`config.mk`:
```
export PLATFORM = sky130hd
export DESIGN_NAME = forward_scoreboard
export DESIGN_NICKNAME = d
export VERILOG_FILES = /design/src/rtl/forward_scoreboard.sv
export SDC_FILE = /design/constraint.sdc
export NUM_CORES = 1
export LEC_CHECK = 0
export ABC_AREA = 1
export CAP_MARGIN = 10
export CORE_MARGIN = 10
export CORE_UTILIZATION = 45
export DETAILED_ROUTE_END_ITERATION = 6
export PLACE_DENSITY = 0.73
export SLEW_MARGIN = 15
export SYNTH_ARGS = -nofsm -noshare
export SYNTH_HDL_FRONTEND = slang
export SYNTH_SLANG_ARGS = --single-unit
```
`constraint.sdc`:
```
create_clock -name clk -period 2 [get_ports clk]
set_input_delay 0.4 -clock clk [delete_from_list [all_inputs] [get_ports clk]]
set_output_delay 0.4 -clock clk [all_outputs]
set_load 0.02 [all_outputs]
```
`src/rtl/forward_scoreboard.sv`:
```
`default_nettype none
// ============================================================================
//  Module      : forward_scoreboard
//  Description : Tracks in-flight register writers behind ID/EX and selects
//                the forwarding source for rs1/rs2. Detects load-use hazards
//                and requests a stall, or a late MEM forward when the hazard
//                is on store data and the load result arrives in time.
//  Ports       : clk, rst_n           - clock, async active-low reset
//                issue_*              - ID/EX instruction fields
//                rs1_addr, rs2_addr   - ID/EX source registers
//                flush                - drop every tracked entry
//                fwd_rs1, fwd_rs2     - 0 = regfile, k = entry k-1
//                store_late           - store data forwarded late in MEM
//                stall                - load-use hazard, hold ID/EX
//                stall_cnt            - saturating stall-cycle counter
//  Revision    : 1.0 - initial release
// ============================================================================
module forward_scoreboard #(
  parameter int REG_COUNT      = 32,
  parameter int DEPTH          = 2,
  parameter int LOAD_LAT       = 1,
  parameter int STORE_LATE_FWD = 1
) (
  input  logic                         clk,
  input  logic                         rst_n,
  input  logic                         issue_valid,
  input  logic [$clog2(REG_COUNT)-1:0] issue_rd,
  input  logic                         issue_regwrite,
  input  logic                         issue_is_load,
  input  logic                         issue_is_store,
  input  logic [$clog2(REG_COUNT)-1:0] rs1_addr,
  input  logic [$clog2(REG_COUNT)-1:0] rs2_addr,
  input  logic                         flush,
  output logic [$clog2(DEPTH+1)-1:0]   fwd_rs1,
  output logic [$clog2(DEPTH+1)-1:0]   fwd_rs2,
  output logic                         store_late,
  output logic                         stall,
  output logic [15:0]                  stall_cnt
);

  localparam int AW = $clog2(REG_COUNT);
  localparam int SW = $clog2(DEPTH + 1);

  // Entry 0 is the youngest in-flight instruction, DEPTH-1 the oldest.
  logic          valid_q    [DEPTH];
  logic          valid_d    [DEPTH];
  logic [AW-1:0] rd_q       [DEPTH];
  logic [AW-1:0] rd_d       [DEPTH];
  logic          regwrite_q [DEPTH];
  logic          regwrite_d [DEPTH];
  logic          is_load_q  [DEPTH];
  logic          is_load_d  [DEPTH];
  logic [15:0]   stall_cnt_q;
  logic [15:0]   stall_cnt_d;

  logic [DEPTH-1:0] hit1;
  logic [DEPTH-1:0] hit2;
  logic [DEPTH-1:0] early;

  logic rs1_not_ready;
  logic rs2_not_ready;
  logic rs2_late_ok;

  // Per-entry match and "load data not yet available" flags.
  for (genvar i = 0; i < DEPTH; i++) begin : g_entry
    localparam bit c_early_slot = (i < LOAD_LAT);
    logic writes;
    assign writes   = valid_q[i] && regwrite_q[i] && (rd_q[i] != '0);
    assign hit1[i]  = writes && (rd_q[i] == rs1_addr);
    assign hit2[i]  = writes && (rd_q[i] == rs2_addr);
    assign early[i] = is_load_q[i] && c_early_slot;
  end

  // Walk oldest to youngest so the youngest matching writer wins.
  always_comb begin
    fwd_rs1       = '0;
    fwd_rs2       = '0;
    rs1_not_ready = 1'b0;
    rs2_not_ready = 1'b0;
    rs2_late_ok   = 1'b0;
    for (int i = DEPTH - 1; i >= 0; i--) begin
      if (hit1[i]) begin
        fwd_rs1       = SW'(i + 1);
        rs1_not_ready = early[i];
      end
      if (hit2[i]) begin
        fwd_rs2       = SW'(i + 1);
        rs2_not_ready = early[i];
        // Store data is consumed one stage later, in MEM, so a load that
        // becomes forwardable by the next slot can still feed it.
        rs2_late_ok   = (i + 1 >= LOAD_LAT);
      end
    end
  end

  assign store_late = (STORE_LATE_FWD != 0) && issue_valid && issue_is_store &&
                      !rs1_not_ready && rs2_not_ready && rs2_late_ok;
  assign stall      = issue_valid && (rs1_not_ready || rs2_not_ready) && !store_late;
  assign stall_cnt  = stall_cnt_q;

  // Shift register advance; a stalled or invalid issue enters as a bubble.
  always_comb begin
    for (int i = 0; i < DEPTH; i++) begin
      valid_d[i]    = valid_q[i];
      rd_d[i]       = rd_q[i];
      regwrite_d[i] = regwrite_q[i];
      is_load_d[i]  = is_load_q[i];
    end
    for (int i = 1; i < DEPTH; i++) begin
      valid_d[i]    = valid_q[i-1];
      rd_d[i]       = rd_q[i-1];
      regwrite_d[i] = regwrite_q[i-1];
      is_load_d[i]  = is_load_q[i-1];
    end
    valid_d[0]    = issue_valid && !stall;
    rd_d[0]       = issue_rd;
    regwrite_d[0] = issue_regwrite;
    is_load_d[0]  = issue_is_load;
    if (flush) begin
      for (int i = 0; i < DEPTH; i++) begin
        valid_d[i] = 1'b0;
      end
    end
    stall_cnt_d = stall_cnt_q;
    if (stall && (stall_cnt_q != 16'hFFFF)) begin
      stall_cnt_d = stall_cnt_q + 16'd1;
    end
  end

  always_ff @(posedge clk or negedge rst_n) begin
    if (!rst_n) begin
      for (int i = 0; i < DEPTH; i++) begin
        valid_q[i]    <= 1'b0;
        rd_q[i]       <= '0;
        regwrite_q[i] <= 1'b0;
        is_load_q[i]  <= 1'b0;
      end
      stall_cnt_q <= '0;
    end else begin
      for (int i = 0; i < DEPTH; i++) begin
        valid_q[i]    <= valid_d[i];
        rd_q[i]       <= rd_d[i];
        regwrite_q[i] <= regwrite_d[i];
        is_load_q[i]  <= is_load_d[i];
      end
      stall_cnt_q <= stall_cnt_d;
    end
  end

endmodule
`default_nettype wire
```
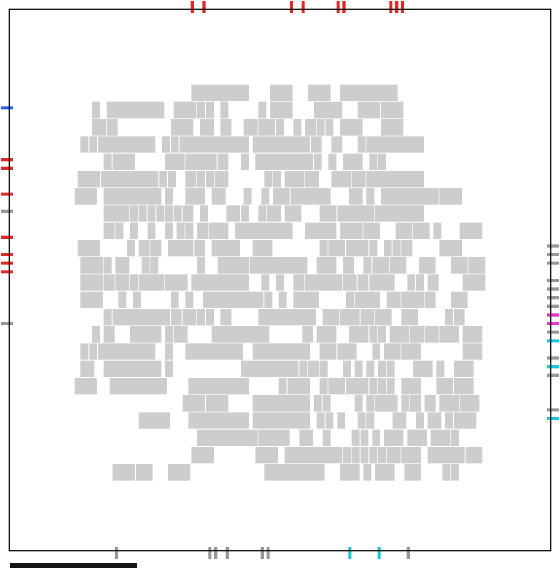
(run_1/pins.png)
Bar = 20 µm. Pins as bars across the die edge, other pins in grey.
Red marks `stall_cnt`, pins 16, direction output, edge 9 north, 7 west. Blue marks `clk`, pins 1, direction input, edge west. Magenta marks `fwd_rs1`, pins 2, direction output, edge east. Cyan marks `rs2_addr`, pins 5, direction input, edge 3 east, 2 south.
All pins by edge: 16 east, 10 west, 9 south, 9 north.

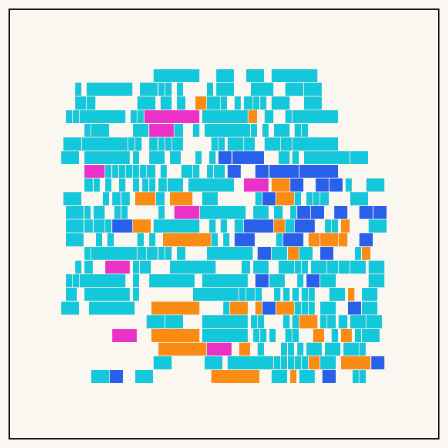
(run_1/drive_strength.png)
Blue marks drive 3 to 4, cells 30, share 9.7%, most used buf_4. Orange marks drive 2, cells 30, share 9.7%, most used nor2_2. Magenta marks drive 6 and up, cells 8, share 2.6%, most used clkbuf_8. Cyan marks drive 1 or less, cells 242, share 78%, most used nand2_1.
area grow syn2layout: 39.3%
final worst setup slack: 16.9 ps
Non-Clock Buffer Count: 63
fin area: 2660 µm²

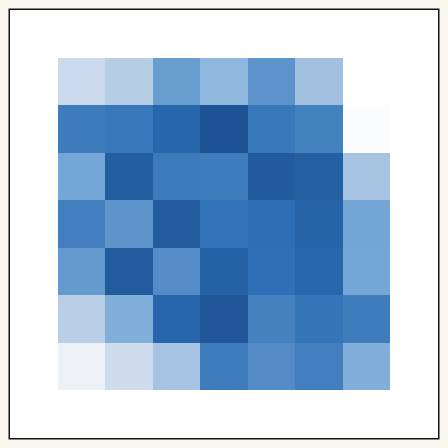
(run_1/density.png)
The die is cut into 9 by 9 equal tiles; white is low, dark blue is high, 0 to 100% covered.
41% of the tiles are nearly empty. The mean over all tiles is 36%. The fullest tile reaches 86%. 16% of the tiles are over 75% full. The densest ninth of the die: centre.
core box area: 4060 µm²
Pre-Place Util: 47.1%
Finished Core Util: 65.5%

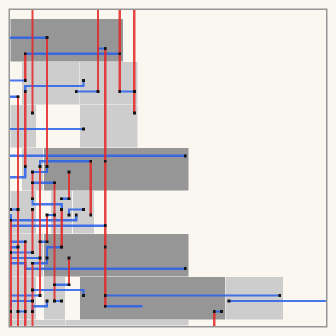
(run_1/zoom.png)
Window x 54 to 74, y 54 to 74 µm. Cells in grey, sequential cells in the stronger grey; small squares are vias.
Red marks met2. Blue marks met1.
Sequential cells in the window: 4. Most frequent: nand2_1 (4), dfrtp_1 (4), clkdlybuf4s50_1 (4). Netlist names of flops here include `stall_cnt` (3), `early` (1). 15 logic cells have their middle in the window.

==> Slide: Implementation Results, run 1 <==
Implementation Results

Final timing
  • Final min period: ~2000 ps
  • Final period utilization: ~100%
  • TNS Setup: 0 ps
  • Setup violators final: 0
  • RSZ-0062 raised after global routing: yes
  • Fmax: about 500 MHz
  • Hold Vio Cnt, Final: 0

Power and ir drop
  • Final Power: approximately 1500 µW
  • Switching share of power: roughly 23%
  • Clock-net power: ~640 µW
  • Worst vdd ir: slightly below 0.5 mV
  • Power Sequential: around 670 µW

Routing
  • DR vias: around 1800
  • Drt initial violations: 107
  • Initial DRT Pass Iterations: 4
  • Drt drc: 0
  • DRT Wirelength: ~4800 µm
  • WL met3: 376 µm
  • Met1 wire length: 2220 µm

Synthesis
  • Sequential share of the synthesized area: 40.6%
  • Number of cells in Yosys stat: approximately 240
  • Syn Std Cell Area: between 1500 and 2000 µm²
  • MUX area fraction: 0%
  • Syn_area_per_cell: around 8 µm²
  • Area leader share: around two fifths
  • Top cells by area: dfrtp_1 (41%), nand2_1 (15%), inv_1 (5.7%), xor2_1 (5.5%), nand3_1 (5.0%)
  • Top-count cell post-synth: nand2_1
  • Post-synth EDFFs: 0

Cells and area
  • Cell Count, Final, Fillers Out: 360
  • Layout Nets: 332
  • Clock buffer count: 6
  • Register fraction of the total cell area: 29.4%
  • # fillers: 357
  • Area-dominant class: multi-input combinational cells
  • MI comb cells: 177

Critical path
  • Crit-path leading delay family: flip-flops
  • Required @ worst endpoint: around 1600 ps
  • Worst path max stage delay: around 470 ps
  • Worst setup startpoint: rd_d[0]$_DFF_PN0_
  • Crit path depth: 8
  • RR Endpoint: stall_cnt[3]$_DFFE_PN0P_
  • CP dominant cell by count: nand2_2

Place
  • IO Port Bufs: 43
  • Gpl congestion: about 0.86

Hold path
  • Min-Delay Path Depth: 0
  • Hold EP: regwrite_q[0]$_DFF_PN0_

Die
  • Chip area: a little over 7000 µm²

Global route
  • Initial antenna violation count: 0
  • Largest net degree at the start of global routing: 32

Outcome
  • Status: completed
==> run_1/final_placement.png <==
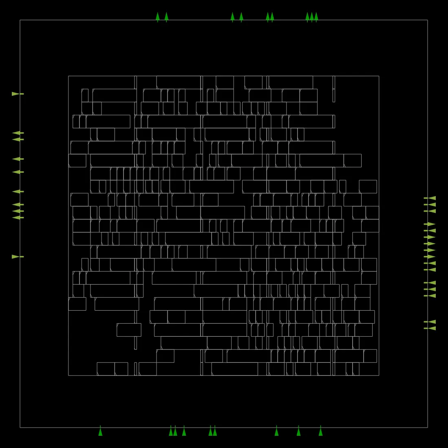

==> run 1 -> run 2 <==
--- a/config.mk
+++ b/config.mk
@@ -8,9 +8,9 @@
 export ABC_AREA = 1
 export CAP_MARGIN = 10
 export CORE_MARGIN = 10
-export CORE_UTILIZATION = 45
+export CORE_UTILIZATION = 50
 export DETAILED_ROUTE_END_ITERATION = 6
-export PLACE_DENSITY = 0.73
+export PLACE_DENSITY = 0.8
 export SLEW_MARGIN = 15
 export SYNTH_ARGS = -nofsm -noshare
 export SYNTH_HDL_FRONTEND = slang
==> constraint.sdc (replaced) <==
create_clock -name clk -period 2.1 [get_ports clk]
set_input_delay 0.42 -clock clk [delete_from_list [all_inputs] [get_ports clk]]
set_output_delay 0.42 -clock clk [all_outputs]
set_load 0.02 [all_outputs]
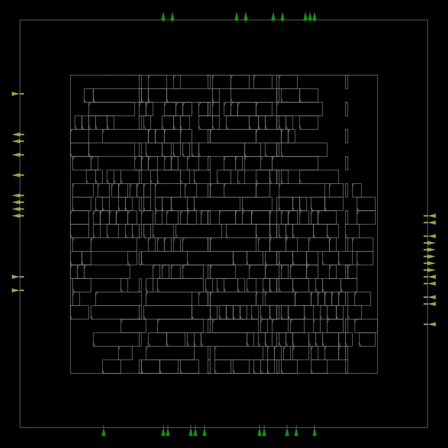
(run_2/final_placement.png)
# fillers: 306
register fraction of the total cell area: 30.1%
Cell Count, Final, Fillers Out: 356
core box area: 3690 µm²
flop count: 31

==> run 2 against run 1 <==
  * Clock skew grew 1.7 ps
  * Final area shrank 2.4%
  * Total power shrank 16%
  * Combinational power shrank 8%
  * Critical path depth shrank 2
  * Worst hold slack lost 37 ps
  * Via count grew 2.8%
  * Critical endpoint unchanged
  * Largest cell class unchanged
==> Slide: Implementation Results, run 2 <==
Implementation Results

Cells and area
  • Finished Core Util: 70.4%
  • Layout Nets: 330
  • Non-Clock Buffer Count: 61
  • MI comb cells: about 180
  • Fin area: around 2600 µm²
  • Clock buffer count: 7
  • Area grow syn2layout: 35.9%
  • Inverters: 31

Clock tree
  • Insertion Delay late pin: approximately 280 ps
  • Cts-stage hold buffer count: 0
  • Worst-path clk slew: around 60 ps
  • Num CTS Buffers: 5

Final timing
  • Final min period: 1980 ps
  • Hold Vio Cnt, Final: 0
  • Final period utilization: a little over nine tenths
  • TNS Setup: 0 ps
  • Final worst setup slack: ~120 ps

Synthesis
  • Number of cells in Yosys stat: between 200 and 250
  • Top-count cell post-synth: nand2_1
  • Syn Std Cell Area: 1910 µm²
  • Area leader share: around two fifths
  • MUX area fraction: 0%
  • Syn nets: 264
  • Syn_area_per_cell: 7.92 µm²
  • Synthesis area per yosys: 1910 µm²

Place
  • Gpl congestion: 0.858
  • IO Port Bufs: 43
  • Placed inst area: 2510 µm²
  • Placed cell count: 348

Critical path
  • Critical path data arrival time: between 1500 and 2000 ps
  • Required @ worst endpoint: between 1500 and 2000 ps
  • Slowest cell on the critical path: dfrtp_2
  • Crit-path leading delay family: flip-flops
  • Crit path depth: 6
  • RR Endpoint: stall_cnt[14]$_DFFE_PN0P_

Hold path
  • Min-Delay Path Depth: 0
  • Hold EP: regwrite_q[0]$_DFF_PN0_

Power and ir drop
  • Pleak: 0.00126 µW
  • Power Sequential: 634 µW
  • Switching share of power: about a quarter
  • Worst vdd ir: about 0.43 mV
  • Final Power: between 1000 and 1500 µW

Routing
  • WL met3: 318 µm
  • Drt drc: 0
  • DR vias: approximately 1800
  • Initial DRT Pass Iterations: 4
  • Drt initial violations: roughly 120

Global route
  • Largest net degree at the start of global routing: 32
  • Met2 Usage GRT: about a quarter
  • Global-route wire length before repair: approximately 8200 µm
  • Via count of the first global-routing pass: approximately 1800
  • Initial antenna violation count: 0
  • Gr usage total: between 15 and 20%
  • Gr ovfl total: 0
  • Top Usage Layer GRT: met2

Die
  • Chip area: ~6700 µm²
  • Pre-Place Util: between 50 and 60%

Outcome
  • Status: completed
No activity file was given, so power comes from the tool's default toggle rates.
